### src/rtl/ras_checkpointed.sv
// Checkpointed return address stack: speculative push/pop at fetch, commit on retire, one-cycle rollback on flush.
// Optional RAS_TOP_REPAIR_EN: checkpoints also carry the top entry and flush rewrites the committed top.
module ras_checkpointed #(
  parameter int unsigned DEPTH        = 8,
  parameter int unsigned ADDR_W       = 32,
  parameter int unsigned MAX_INFLIGHT = 4
) (
  input  logic              clk,
  input  logic              rst,
  input  logic              push,
  input  logic              pop,
  input  logic [ADDR_W-1:0] new_addr,
  input  logic              branch_fetched,
  input  logic              branch_retired,
  input  logic              flush,
  output logic [ADDR_W-1:0] addr,
  output logic              empty,
  output logic              ckpt_full,
  output logic              ckpt_overflow
);

  localparam int unsigned PTR_W  = (DEPTH > 1) ? $clog2(DEPTH) : 1;
  localparam int unsigned CNT_W  = PTR_W + 1;
  localparam int unsigned FIX_W  = (MAX_INFLIGHT > 1) ? $clog2(MAX_INFLIGHT) : 1;
  localparam int unsigned FCNT_W = FIX_W + 1;

  logic [ADDR_W-1:0] ram_q [DEPTH];
  logic [PTR_W-1:0]  ck_sp_q [MAX_INFLIGHT];
  logic [CNT_W-1:0]  ck_sc_q [MAX_INFLIGHT];

  logic [PTR_W-1:0]  sp_q, sp_d, cp_q, cp_d, spec_sp;
  logic [CNT_W-1:0]  sc_q, sc_d, cc_q, cc_d, spec_sc;
  logic [FIX_W-1:0]  wr_q, wr_d, rd_q, rd_d;
  logic [FCNT_W-1:0] fcnt_q, fcnt_d;
  logic              ovf_q, ovf_d;
  logic              ram_we;
  logic [PTR_W-1:0]  ram_wa;
  logic [ADDR_W-1:0] ram_wd;
  logic              do_cap, do_retire, cap_ok, fifo_full;

`ifdef RAS_TOP_REPAIR_EN
  logic [ADDR_W-1:0] ck_top_q [MAX_INFLIGHT];
  logic [ADDR_W-1:0] ctop_q, ctop_d, cap_top;
`endif

  assign fifo_full = (fcnt_q == FCNT_W'(MAX_INFLIGHT));
  assign do_retire = branch_retired && (fcnt_q != '0);
  assign do_cap    = branch_fetched && !flush;
  assign cap_ok    = do_cap && (!fifo_full || do_retire);

  // Next-state: speculative update, checkpoint FIFO, commit and rollback
  always_comb begin
    spec_sp = sp_q;
    spec_sc = sc_q;
    ram_we  = 1'b0;
    ram_wa  = sp_q;
    ram_wd  = new_addr;
    if (push && !pop) begin
      spec_sp = sp_q + PTR_W'(1);
      spec_sc = (sc_q == CNT_W'(DEPTH)) ? sc_q : sc_q + CNT_W'(1);
      ram_we  = !flush;
      ram_wa  = spec_sp;
    end else if (pop && !push) begin
      if (sc_q != '0) begin
        spec_sp = sp_q - PTR_W'(1);
        spec_sc = sc_q - CNT_W'(1);
      end
    end else if (push && pop) begin
      ram_we = !flush;
      if (sc_q == '0) spec_sc = CNT_W'(1);
    end

    cp_d  = do_retire ? ck_sp_q[rd_q] : cp_q;
    cc_d  = do_retire ? ck_sc_q[rd_q] : cc_q;
    ovf_d = ovf_q | (do_cap && fifo_full && !do_retire);
`ifdef RAS_TOP_REPAIR_EN
    ctop_d  = do_retire ? ck_top_q[rd_q] : ctop_q;
    cap_top = push ? new_addr : ram_q[spec_sp];
`endif

    if (flush) begin
      sp_d   = cp_d;
      sc_d   = cc_d;
      wr_d   = '0;
      rd_d   = '0;
      fcnt_d = '0;
`ifdef RAS_TOP_REPAIR_EN
      ram_we = 1'b1;
      ram_wa = cp_d;
      ram_wd = ctop_d;
`endif
    end else begin
      sp_d   = spec_sp;
      sc_d   = spec_sc;
      wr_d   = wr_q + FIX_W'(cap_ok);
      rd_d   = rd_q + FIX_W'(do_retire);
      fcnt_d = fcnt_q + FCNT_W'(cap_ok) - FCNT_W'(do_retire);
    end
  end

  always_ff @(posedge clk or posedge rst) begin
    if (rst) begin
      sp_q   <= '0;
      sc_q   <= '0;
      cp_q   <= '0;
      cc_q   <= '0;
      wr_q   <= '0;
      rd_q   <= '0;
      fcnt_q <= '0;
      ovf_q  <= 1'b0;
`ifdef RAS_TOP_REPAIR_EN
      ctop_q <= '0;
`endif
    end else begin
      sp_q   <= sp_d;
      sc_q   <= sc_d;
      cp_q   <= cp_d;
      cc_q   <= cc_d;
      wr_q   <= wr_d;
      rd_q   <= rd_d;
      fcnt_q <= fcnt_d;
      ovf_q  <= ovf_d;
`ifdef RAS_TOP_REPAIR_EN
      ctop_q <= ctop_d;
`endif
    end
  end

  // Storage arrays carry no reset; validity is tracked by the counts
  always_ff @(posedge clk) begin
    if (ram_we) ram_q[ram_wa] <= ram_wd;
    if (cap_ok) begin
      ck_sp_q[wr_q] <= spec_sp;
      ck_sc_q[wr_q] <= spec_sc;
`ifdef RAS_TOP_REPAIR_EN
      ck_top_q[wr_q] <= cap_top;
`endif
    end
  end

  assign addr          = (sc_q != '0) ? ram_q[sp_q] : '0;
  assign empty         = (sc_q == '0);
  assign ckpt_full     = fifo_full;
  assign ckpt_overflow = ovf_q;

endmodule

### config.mk
export PLATFORM = sky130hd
export DESIGN_NAME = ras_checkpointed
export DESIGN_NICKNAME = d
export VERILOG_FILES = /design/src/rtl/ras_checkpointed.sv
export SDC_FILE = /design/constraint.sdc
export NUM_CORES = 1
export LEC_CHECK = 0
export CORE_MARGIN = 5
export CORE_UTILIZATION = 50
export CTS_CLUSTER_DIAMETER = 60
export DETAILED_ROUTE_END_ITERATION = 10
export GPL_ROUTABILITY_DRIVEN = 0
export HOLD_SLACK_MARGIN = 0.03
export PLACE_DENSITY = 0.76
export SLEW_MARGIN = 20
export SYNTH_ARGS = -nofsm -noshare
export SYNTH_HDL_FRONTEND = slang
export SYNTH_SLANG_ARGS = --single-unit
### constraint.sdc
create_clock -name clk -period 5.09 [get_ports clk]
set_input_delay 0.7635 -clock clk [delete_from_list [all_inputs] [get_ports clk]]
set_output_delay 0.7635 -clock clk [all_outputs]
set_load 0.02 [all_outputs]
==> results.ini <==
[placed_design]
io_buffers = 73

[logic_synthesis]
synth_cell_types = 50
netlist_area_um2 = 12200
mux_share_pct = 16.6
ys_seq_elements = 306
yosysTopAreaCellShare_pct = 69.9
async_reset_ff_share_pct = 7.19

[detailed_routing]
via_count = 5977
routed_via_density = 5.71

[clock_network]
numCtsBuffers = 31

[power_and_ir_drop]
p_total_mw = 8.40
p_leak_nw = 4.86
ir_worst_vdd_mv = 0.349

[setup_path]
slowest_delay_ns = 0.64
critPathBufInv = 3
crit_start = sc_q[0]
regToRegEndpoint = ram_q[6][2]
start_kind = flip-flop

[min_path]
hp-start = ckpt_overflow

[run_status]
status = finished, final reports clean

[timing]
fin_crit_ns = 4.13
fin_worst_skew_ns = 0.0189
final-max-slew-violation-count = 0

[grt]
grt_max_degree = 70
antenna_found_initial = 1

area by class of cell:
type | count | area [um^2] | area share, %
clock buffers | 34 | 787 | 5.38
well taps | 324 | 405 | 2.77
inverters | 12 | 45.0 | 0.308
clock inverters | 24 | 345 | 2.36
repair buffers | 84 | 978 | 6.69
flip-flops and latches | 306 | 9090 | 62.1
multi-input cells | 263 | 2980 | 20.4
kinds of logic after synthesis:
logic type / after synthesis
AND-OR/OR-AND: 28
XOR/XNOR: 9
adder cells (fa/ha/maj): 9
buffers and inverters: 42
flip-flops: 306
multiplexers: 112
AND/OR/NAND/NOR: 105
registers in the layout, summed over array words and instances (netlist names):
signal / cells
cp_q: 3
rd_q: 2
fcnt_q: 3
ckpt_overflow: 1
wr_q: 2
ck_sp_q: 12
sc_q: 4
ram_q: 256
cc_q: 4
sp_q: 3
ck_sc_q: 16
synth_stat cells, drive strengths merged, types with 2 or more instances:
library cell  instances
buf                  23
o21ai                 6
nand2                23
a31oi                 3
xor2                  3
nor2b                 8
mux2i                35
a21oi                 2
nor3b                 2
clkbuf                7
nor2                 54
nand2b                3
nand3b                2
mux4                 71
or2                   2
dfrtp                22
xnor2                 6
edfxtp              284
inv                  12
ha                    8
mux2                  6
o22ai                 2
o31ai                 3
o21a                  3
nor3                  3
a21o                  2
per-layer routing:
layer	up-vias	share of wire [%]	GRT usage [%]
met5	-	0.056	0
met4	2	2.7	4.38
met3	51	6.4	3.95
met2	180	51	28.4
met1	3114	40	22.0
li1	2630	-	-
power groups by stage:
stage	combinational, mW	clock (mW)	sequential, mW
global route	2.68	2.63	3.47
detailed placement	2.43	0	3.54
floorplan	1.83	0	3.18
CTS	2.46	2.52	3.49
finish	2.51	2.47	3.42
global placement	2.34	0	3.52
Fig. 1: sizing map
Bar = 50 um.
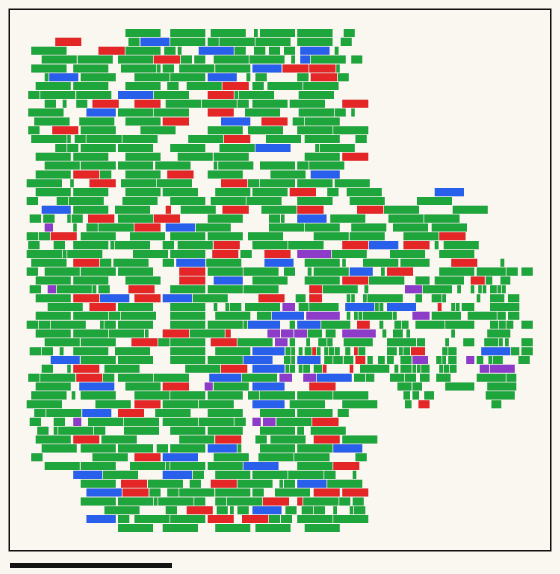
[red] _2 cells | cells: 86 | share: 12%
[purple] _3 and _4 cells | cells: 22 | share: 3.0%
[blue] _6 and larger | cells: 50 | share: 6.9%
[green] _0 and _1 cells | cells: 565 | share: 78%
Final Worst Setup Slack: 0.959 ns
Finished Cell Area: 14,600 um^2
Layout area overhead: 19.9%
Non-clk bufs: 84

Fig. 2: gate-type map
Bar = 50 um.
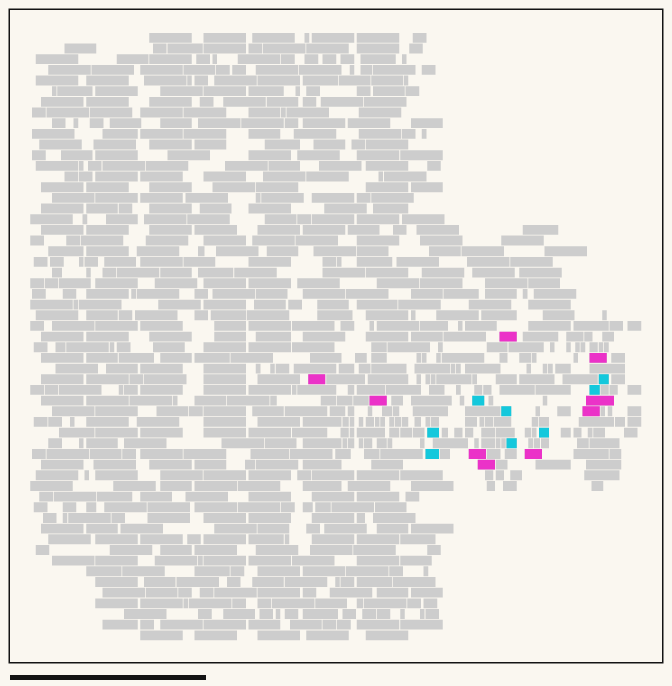
[cyan] non-inverting ao/oa cells | cells: 8
[magenta] fa/ha/maj cells | cells: 9

Fig. 3: sequential cells grouped by signal name
Bar = 50 um. Other sequential cells in the stronger grey, the rest of the logic in the fainter grey.
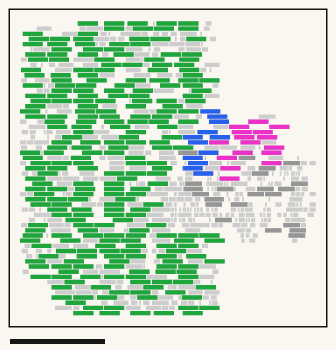
[blue] ck_sp_q | flops: 12
[green] ram_q | flops: 256
[magenta] ck_sc_q | flops: 16 | where: right middle
not coloured: 22
Reg area: 9090 um^2
proportion of cell area occupied by registers: 62.1%
post-layout util: 60.5%
total sequential power: 3.42 mW

No activity file was given, so power comes from the tool's default toggle rates.
